==> src/rtl/phi0_bus_ctrl.sv <==
// ============================================================================
// Module   : phi0_bus_ctrl
// Purpose  : 6502 bus timing in the CLK_SRC domain: PHI0 edge pulses,
//            registered OE_N/WE_N strobes, RDY wait-state insertion for
//            slow devices and a completed-bus-cycle counter.
// Revision : 1.0  initial release
// ============================================================================
`default_nettype none

module phi0_bus_ctrl #(
  parameter int WAIT_CYCLES = 2,
  parameter int WE_DELAY    = 1,
  parameter int CNT_WIDTH   = 16
) (
  input  logic                 CLK_SRC,
  input  logic                 RST,
  input  logic                 PHI0,
  input  logic                 RWB,
  input  logic                 SLOW_SEL,
  output logic                 RDY,
  output logic                 OE_N,
  output logic                 WE_N,
  output logic                 PHI0_RISE,
  output logic                 PHI0_FALL,
  output logic [CNT_WIDTH-1:0] CYCLE_COUNT
);

  localparam int                WCNT_W      = (WAIT_CYCLES > 0) ? $clog2(WAIT_CYCLES + 1) : 1;
  localparam logic [WCNT_W-1:0] C_WAIT_LOAD = WCNT_W'(WAIT_CYCLES);
  localparam logic [WCNT_W-1:0] C_WCNT_ONE  = WCNT_W'(1);
  localparam logic [2:0]        C_WE_DELAY  = 3'(WE_DELAY);
  localparam logic              C_WAIT_EN   = (WAIT_CYCLES > 0);
  localparam logic              C_WE_NODLY  = (WE_DELAY == 0);

  typedef enum logic [1:0] {
    ST_IDLE    = 2'd0,
    ST_WAIT    = 2'd1,
    ST_RECOVER = 2'd2
  } state_t;

  logic                 r_phi0_q;
  logic [2:0]           r_phase;
  state_t               r_state;
  logic [WCNT_W-1:0]    r_wcnt;
  logic                 r_rdy;
  logic                 r_oe_n;
  logic                 r_we_n;
  logic [CNT_WIDTH-1:0] r_count;

  logic                 w_rise;
  logic                 w_fall;
  logic                 w_phase_ok;
  state_t               w_state_nxt;
  logic [WCNT_W-1:0]    w_wcnt_nxt;
  logic                 w_rdy_nxt;
  logic                 w_count_inc;

  assign w_rise     = PHI0 & ~r_phi0_q;
  assign w_fall     = ~PHI0 & r_phi0_q;
  assign w_phase_ok = C_WE_NODLY | (r_phase >= C_WE_DELAY);

  // Edge history, high-phase position and the registered strobes.
  always_ff @(posedge CLK_SRC or posedge RST) begin
    if (RST) begin
      r_phi0_q <= 1'b0;
      r_phase  <= 3'd0;
      r_oe_n   <= 1'b1;
      r_we_n   <= 1'b1;
    end else begin
      r_phi0_q <= PHI0;
      if (!PHI0) begin
        r_phase <= 3'd0;
      end else if (r_phase != 3'd7) begin
        r_phase <= r_phase + 3'd1;
      end
      r_oe_n <= ~(PHI0 & RWB);
      r_we_n <= ~(PHI0 & ~RWB & w_phase_ok);
    end
  end

  // Wait-state FSM: only PHI0 edge cycles can move it.
  always_comb begin
    w_state_nxt = r_state;
    w_wcnt_nxt  = r_wcnt;
    w_rdy_nxt   = r_rdy;
    w_count_inc = 1'b0;
    case (r_state)
      ST_IDLE: begin
        if (w_rise && SLOW_SEL && C_WAIT_EN) begin
          w_rdy_nxt   = 1'b0;
          w_wcnt_nxt  = C_WAIT_LOAD;
          w_state_nxt = ST_WAIT;
        end else if (w_fall) begin
          w_count_inc = 1'b1;
        end
      end
      ST_WAIT: begin
        if (w_fall) begin
          w_wcnt_nxt = r_wcnt - C_WCNT_ONE;
          if (r_wcnt == C_WCNT_ONE) begin
            w_rdy_nxt   = 1'b1;
            w_state_nxt = ST_RECOVER;
          end
        end
      end
      ST_RECOVER: begin
        // RDY was already 1 when the CPU sampled, so this access completes.
        if (w_fall) begin
          w_count_inc = 1'b1;
          w_state_nxt = ST_IDLE;
        end
      end
      default: begin
        w_rdy_nxt   = 1'b1;
        w_state_nxt = ST_IDLE;
      end
    endcase
  end

  always_ff @(posedge CLK_SRC or posedge RST) begin
    if (RST) begin
      r_state <= ST_IDLE;
      r_wcnt  <= '0;
      r_rdy   <= 1'b1;
      r_count <= '0;
    end else begin
      r_state <= w_state_nxt;
      r_wcnt  <= w_wcnt_nxt;
      r_rdy   <= w_rdy_nxt;
      if (w_count_inc) begin
        r_count <= r_count + CNT_WIDTH'(1);
      end
    end
  end

  assign RDY         = r_rdy;
  assign OE_N        = r_oe_n;
  assign WE_N        = r_we_n;
  assign PHI0_RISE   = w_rise;
  assign PHI0_FALL   = w_fall;
  assign CYCLE_COUNT = r_count;

endmodule

`default_nettype wire

==> config.mk <==
export PLATFORM = sky130hd
export DESIGN_NAME = phi0_bus_ctrl
export DESIGN_NICKNAME = d
export VERILOG_FILES = /design/src/rtl/phi0_bus_ctrl.sv
export SDC_FILE = /design/constraint.sdc
export NUM_CORES = 1
export LEC_CHECK = 0
export CAP_MARGIN = 20
export CORE_AREA = 2 2 52 54
export DETAILED_ROUTE_END_ITERATION = 10
export DIE_AREA = 0 0 54 56
export GPL_ROUTABILITY_DRIVEN = 1
export PLACE_DENSITY_LB_ADDON = 0.15
export SLEW_MARGIN = 0
export SYNTH_ARGS = -nofsm -noshare
export SYNTH_HDL_FRONTEND = slang
export SYNTH_SLANG_ARGS = --single-unit
==> constraint.sdc <==
create_clock -name CLK_SRC -period 2.6 [get_ports CLK_SRC]
set_clock_uncertainty 0.15 [all_clocks]
set_input_delay 0.65 -clock CLK_SRC [delete_from_list [all_inputs] [get_ports CLK_SRC]]
set_output_delay 0.65 -clock CLK_SRC [all_outputs]
set_load 0.02 [all_outputs]
==> Changelog: implementation, run 1 <==
### Physical design

- Gate Count Post-Synth: roughly 110
- Hold Path Stages: 1
- Non-clk bufs: 29
- Logic Gate Count: ~72
- Post_cts resized: 2
- RSZ-0062 raised after global routing: no
- Core Area: 2432 sq um
- Tap Cells: 30
- Root Driver: clkbuf_4
- Routed Antenna Nets: 0
- Routability cong.: around 0.73
- Synth mux share: about 2.5%
- WP buf/inv: 2
- Area fraction in xor and xnor cells: around an eighth
- CP Launch Type: input pin
- Inst Count DP: about 160
- Adder share: under 10%
- GR Overflow Total: 0
- Hold EP: CYCLE_COUNT[15]
- Cell Chain, Critical Path: clkdlybuf4s50_1 > nor2b_1 > dlygate4sd2_1
- Post-Synthesis Cell Area: 1235 sq um
- Most Crowded Layer GR: met2
- WHS: 0.3406 ns
- Fin nets: between 100 and 150
- Met1 Use GR: a little under a fifth
- Initial antenna violation count: 0
- Max-slew violation count: 0
- 1st-iter DRT viols: 14
- Htree depth: 1
- Routed wl met3: ~65 microns
- Number of distinct library cells after synthesis: 32
- Worst R2R Path Depth: 4
- Reg2reg setup slack: ~0.90 ns
- Via density: ~5.2
- Clock-cell share of area: 1.679%
- Origin of the critical flop-to-flop path: CYCLE_COUNT[4]
- Critical-path top delay cell: clkdlybuf4s50_1
- Critical path launch point: PHI0
- Clock Buffer Count: 4
- Num CTS Buffers: 3
- Synth warnings: 0
- Cells in synth_stat.txt: 106
- Setup crit end: PHI0_RISE
- Synth Area per Inst: ~12 sq um
- Period utilisation layout: a little over nine tenths
- Ys flops: 27
- Status: complete, no violations
- Hold Crit Start: CYCLE_COUNT[15]
- Layout cells sized above 1: between 10 and 15%
- Clk Latency, worst-skew pair: 0.32 ns
- Cell taking the most area after synthesis: dfrtp_1
- P_leak: 0.7001 nW
- Die area: approximately 3000 sq um
- Setup Buffers After CTS: 0
- Pwr Density: 669.2 nW/um^2
- Complex Gates by Area: under 10%
- IO Count: 26
- Vias: 869
- Flop share of the area: between 40% and 50%
- Final wirelength: about 2100 microns
- Final setup viols: 0
- HP Class: flip-flop to flip-flop
- Max_cap viols: 0
- CTS Sinks: 27
- Detailed Place HPWL: between 1500 and 2000 microns
- EDFF count, synth: 0
- Count of tool warnings: 27
run 1: report_power, final:
| part | switching, mW | leakage, nW | internal [mW] | total [mW] |
|---|---|---|---|---|
| registers | 0.0787 | 0.342 | 0.490 | 0.569 |
| logic | 0.143 | 0.343 | 0.158 | 0.301 |
| clock network | 0.117 | 0.0150 | 0.0600 | 0.177 |
| total | 0.339 | 0.700 | 0.709 | 1.05 |
run 1: synth_stat cells, types with 2 or more instances:
cell / n
ha_1: 5
nand2_1: 10
inv_1: 5
xnor2_1: 13
and3_1: 2
o21ai_0: 3
dfstp_2: 3
and2_1: 3
xor2_1: 2
nand4_1: 5
mux2i_1: 2
nor2_1: 3
nor3_1: 2
dfrtp_1: 24
nor2b_1: 4
nand3_1: 4
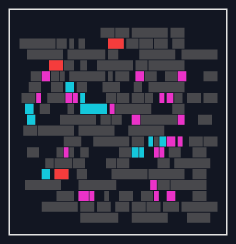
*Gate families picked out, run 1*
Drawn at 4 px/micron.
| colour | family | cells |
|---|---|---|
| cyan | NOR gates | 10 |
| magenta | NAND gates | 21 |
| red | multiplexers | 3 |
Finished Layout Cells: 167
multi-input combinational area share: 33.57%
most numerous logic cell after layout: dfrtp_1

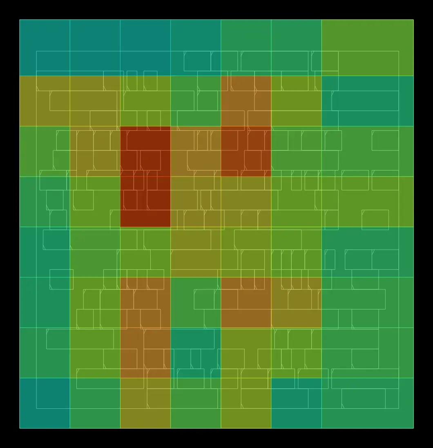
*Congestion heat map, run 1*
WL/cell: 12.69 microns
GRT Resource Usage Total: 15.50%
met2 Use GR: 26.31%
met3 Track Usage GR: 2.419%

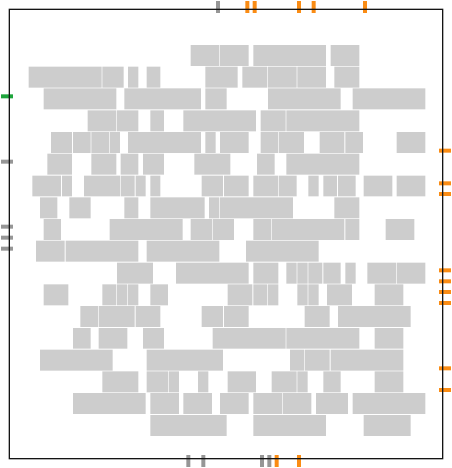
*Ports around the boundary, run 1*
Drawn at 8 px/micron. Pins as bars across the die edge, other pins in grey.
| colour | port | pins | direction | edge |
|---|---|---|---|---|
| orange | CYCLE_COUNT | 16 | output | 9 right, 5 top, 2 bottom |
| green | CLK_SRC | 1 | input | left |
all pins by edge: 9 right, 6 top, 6 bottom, 5 left
width of the die: 54 microns
die y size: 56 microns
IO buf count: 25

==> run 1 -> run 2 <==
--- a/config.mk
+++ b/config.mk
@@ -6,9 +6,10 @@
 export NUM_CORES = 1
 export LEC_CHECK = 0
 export CAP_MARGIN = 20
-export CORE_AREA = 2 2 52 54
+export CORE_AREA = 2 2 49 51
 export DETAILED_ROUTE_END_ITERATION = 10
-export DIE_AREA = 0 0 54 56
+export DIE_AREA = 0 0 51 53
+export DONT_BUFFER_PORTS = 1
 export GPL_ROUTABILITY_DRIVEN = 1
 export PLACE_DENSITY_LB_ADDON = 0.15
 export SLEW_MARGIN = 0
==> constraint.sdc (replaced) <==
create_clock -name CLK_SRC -period 2.6 [get_ports CLK_SRC]
set_clock_uncertainty 0.15 [all_clocks]
set_input_delay 0.52 -clock CLK_SRC [delete_from_list [all_inputs] [get_ports CLK_SRC]]
set_output_delay 0.52 -clock CLK_SRC [all_outputs]
set_load 0.02 [all_outputs]
==> run 2 against run 1 <==
  * Combinational power shrank 47%
  * Via count shrank 12%
  * Maximum frequency grew 26%
  * Power shrank 9.0%
  * Critical endpoint is now PHI0_FALL
  * Highest routed layer unchanged
==> Changelog: implementation, run 2 <==
### Physical design

- Status: complete, no violations
- Vias: roughly 770
- Switch share: between 30% and 40%
- Critical path launch point: r_phi0_q
- NetSw: 0.3198 mW
- Number of distinct library cells after synthesis: 32
- Clock Buffer Count: 3
- IO Count: 26
- Final wirelength: 1975 microns
- Comb group: 0.160 mW
- RSZ-0062 raised after global routing: no
- CP Launch Type: flip-flop
- Non-clk bufs: 2
- Clock group power: around 0.17 mW
- Worst R2R Path Depth: 4
- Fin nets: roughly 120
- Layout cells sized above 1: between 10% and 20%
- Ys flops: 27
- EDFF count, synth: 0
- Routability cong.: 0.6891
- 1st-iter DRT viols: 6
- Period utilisation layout: around three quarters
- Hold Crit Start: PHI0
- Via density: 5.558
- Gate Count Post-Synth: 106
- WL/cell: roughly 14 microns
- Met2 Use GR: between 30% and 40%
- Most Crowded Layer GR: met2
- WP buf/inv: 0
- Num CTS Buffers: 3
- P_leak: between 0.5 and 0.6 nW
- Cell taking the most area after synthesis: dfrtp_1
- Synth top cells by count: dfrtp_1 (24), xnor2_1 (13), nand2_1 (10)
- Post-Synthesis Cell Area: between 1000 and 1500 sq um
- CTS Sinks: 27
- Max_cap viols: 0
[run 2: logic make-up after synthesis]
group                      Yosys count  synth area share, %
AOI/OAI and AO/OA                    9                4.661
adders and majority gates            5                5.066
DFF                                 27                55.02
muxes                                3                2.533
xor gates and xnor gates            16                11.96
buffers and inverters                7                2.432
and+or+nand+nor                     39                18.34
[run 2: final timing paths]
kind	slack [ns]	endpoint
max in group asynchronous	1.25	CYCLE_COUNT[10]
hold reg to reg	0.42	WE_N
hold / removal	0.08	r_phi0_q
setup / recovery	0.63	PHI0_FALL
min in group asynchronous	0.48	r_state[0]
setup reg to reg	0.78	CYCLE_COUNT[15]
[run 2: what timing repair did]
action / CTS / global route
hold endpoints to repair: 8 / 0
hold buffers: 1 / 0
setup buffers: 0 / 0
setup endpoints to repair: 0 / 0
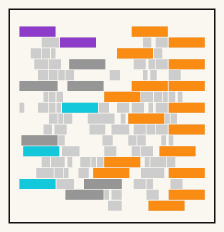
*Sequential cells grouped by signal name, run 2*
Drawn at 4 px/micron. Other sequential cells in the stronger grey, the rest of the logic in the fainter grey.
| colour | netlist name | sequential cells |
|---|---|---|
| purple | r_wcnt | 2 |
| orange | CYCLE_COUNT | 16 |
| cyan | r_phase | 3 |
flop share of the area: 52.11%
Seq. pwr: 0.622 mW
final core utilization: 60.69%
FF+latch area: 679.4 sq um

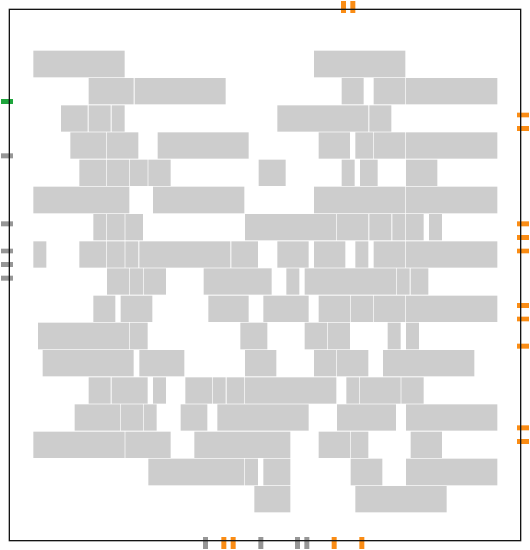
*Ports around the boundary, run 2*
Drawn at 10 px/micron. Pins as bars across the die edge, other pins in grey.
| colour | port | pins | direction | edge |
|---|---|---|---|---|
| green | CLK_SRC | 1 | input | left |
| orange | CYCLE_COUNT | 16 | output | 10 right, 4 bottom, 2 top |
IO buf count: 0
die y size: 53 microns
width of the die: 51 microns

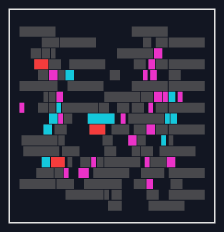
*Gate families picked out, run 2*
Drawn at 4 px/micron.
| colour | family | cells |
|---|---|---|
| magenta | NAND gates | 21 |
| red | multiplexers | 3 |
| cyan | NOR gates | 10 |
Finished Layout Cells: 138
multi-input combinational area share: 40.31%

==> run 2 -> run 3 <==
==> constraint.sdc (replaced) <==
create_clock -name CLK_SRC -period 1.87 [get_ports CLK_SRC]
set_clock_uncertainty 0.15 [all_clocks]
set_input_delay 0.374 -clock CLK_SRC [delete_from_list [all_inputs] [get_ports CLK_SRC]]
set_output_delay 0.374 -clock CLK_SRC [all_outputs]
set_load 0.02 [all_outputs]
==> run 3 against run 2 <==
  * Count of clock-buffer cells in the layout stayed put
  * Non-clock buffer count rose by 13
  * Sequential power up 29%
  * Sequential share of layout area fell by 3.8 points
  * Critical path type is now flip-flop to flip-flop
==> Changelog: implementation, run 3 <==
### Physical design

- Status: complete, no violations
- Synth warnings: 0
- CTS Sinks: 27
- EDFF count, synth: 0
- Max_cap viols: 0
- WHS: 0.01285 ns
- WP buf/inv: 0
- FF+latch area: between 600 and 700 sq um
- Root Driver: clkbuf_4
- Width of the die: 51 microns
- Die y size: 53 microns
- Reg power frac: 57.5%
- Synth top cells by count: dfrtp_1 (24), xnor2_1 (13), nand2_1 (10)
- Clock Buffer Count: 3
- Reg2reg setup slack: ~0.22 ns
- Fin nets: around 130
- Hold Crit Start: RWB
- Clock-cell share of area: approximately 2%
- 1st-iter DRT viols: 8
- Cell Int Power: around 0.93 mW
- Cell Chain, Critical Path: nor3b_4 > and3_1 > and4_4 > xor2_2
- Top power group: registers
- Post-Synthesis Cell Area: around 1200 sq um
- WL/cell: approximately 13 microns
- Cells in synth_stat.txt: around 110
- Gate Count Post-Synth: about 110
- Most Crowded Layer GR: met2
- Comb group: approximately 0.35 mW
- CP Launch Type: flip-flop
- Die area: approximately 2700 sq um
- Adder share: about 5%
- Comb power frac: about a quarter
- Routed wl met3: about 120 microns
- Area fraction in xor and xnor cells: between 10% and 20%
- Clk Latency, worst-skew pair: roughly 0.31 ns
- Ys flops: 27
-- run 3: timing repair --
action,in CTS,in global routing
gates resized,0,0
setup buffers,0,0
endpoints found under the hold margin,9,0
hold buffers,3,0
-- run 3: cell families (layout without fill, tap and decap cells) --
kind of cell,Yosys count,in the layout
multiplexers,3,3
AND/OR/NAND/NOR,39,39
buffers and inverters,7,24
AND-OR/OR-AND,9,9
XOR/XNOR,16,16
flip-flops,27,27
adder cells (fa/ha/maj),5,5
-- run 3: worst reg2reg max path, stage by stage, from the launching register on --
cell     delay, ns
dfrtp_1       0.49
nor3b_4       0.26
and3_1        0.31
and4_4        0.26
xor2_2        0.12
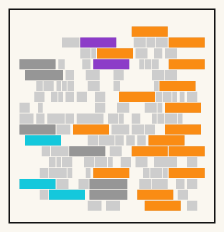
*Sequential cells grouped by signal name, run 3*
Drawn at 4 px/micron. Other sequential cells in the stronger grey, the rest of the logic in the fainter grey.
| colour | netlist name | sequential cells |
|---|---|---|
| orange | CYCLE_COUNT | 16 |
| cyan | r_phase | 3 |
| purple | r_wcnt | 2 |
not coloured: 6
flop share of the area: 48.31%
Seq. pwr: 0.802 mW
final core utilization: 65.46%

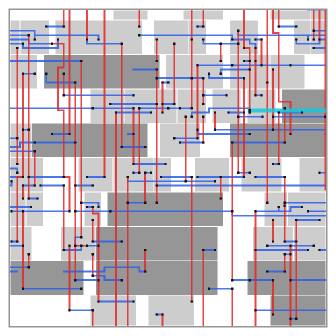
*Zoomed window, run 3*
Window x 13 to 38, y 3 to 28 microns. Cells in grey, sequential cells in the stronger grey; small squares are vias.
| colour | layer |
|---|---|
| cyan | metal 3 |
| blue | metal 1 |
| red | metal 2 |
netlist names of flops here include: CYCLE_COUNT (4)
most frequent: dfrtp_1 (6), xnor2_1 (5), buf_4 (4)
sequential cells in the window: 8
cells with their middle in the window: 41

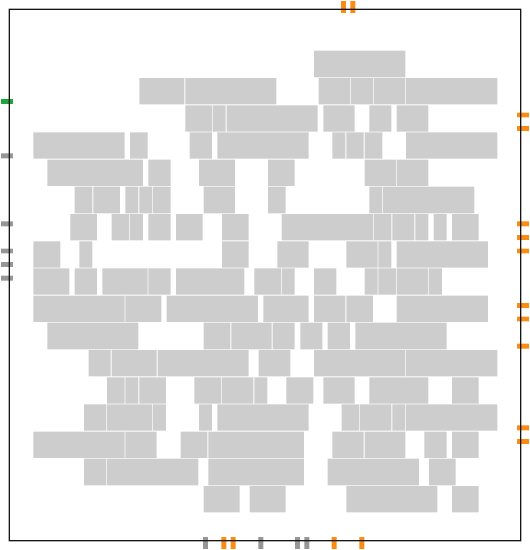
*Ports around the boundary, run 3*
Drawn at 10 px/micron. Pins as bars across the die edge, other pins in grey.
| colour | port | pins | direction | edge |
|---|---|---|---|---|
| green | CLK_SRC | 1 | input | left |
| orange | CYCLE_COUNT | 16 | output | 10 right, 4 bottom, 2 top |

Power is estimated from default activity; no workload was simulated.
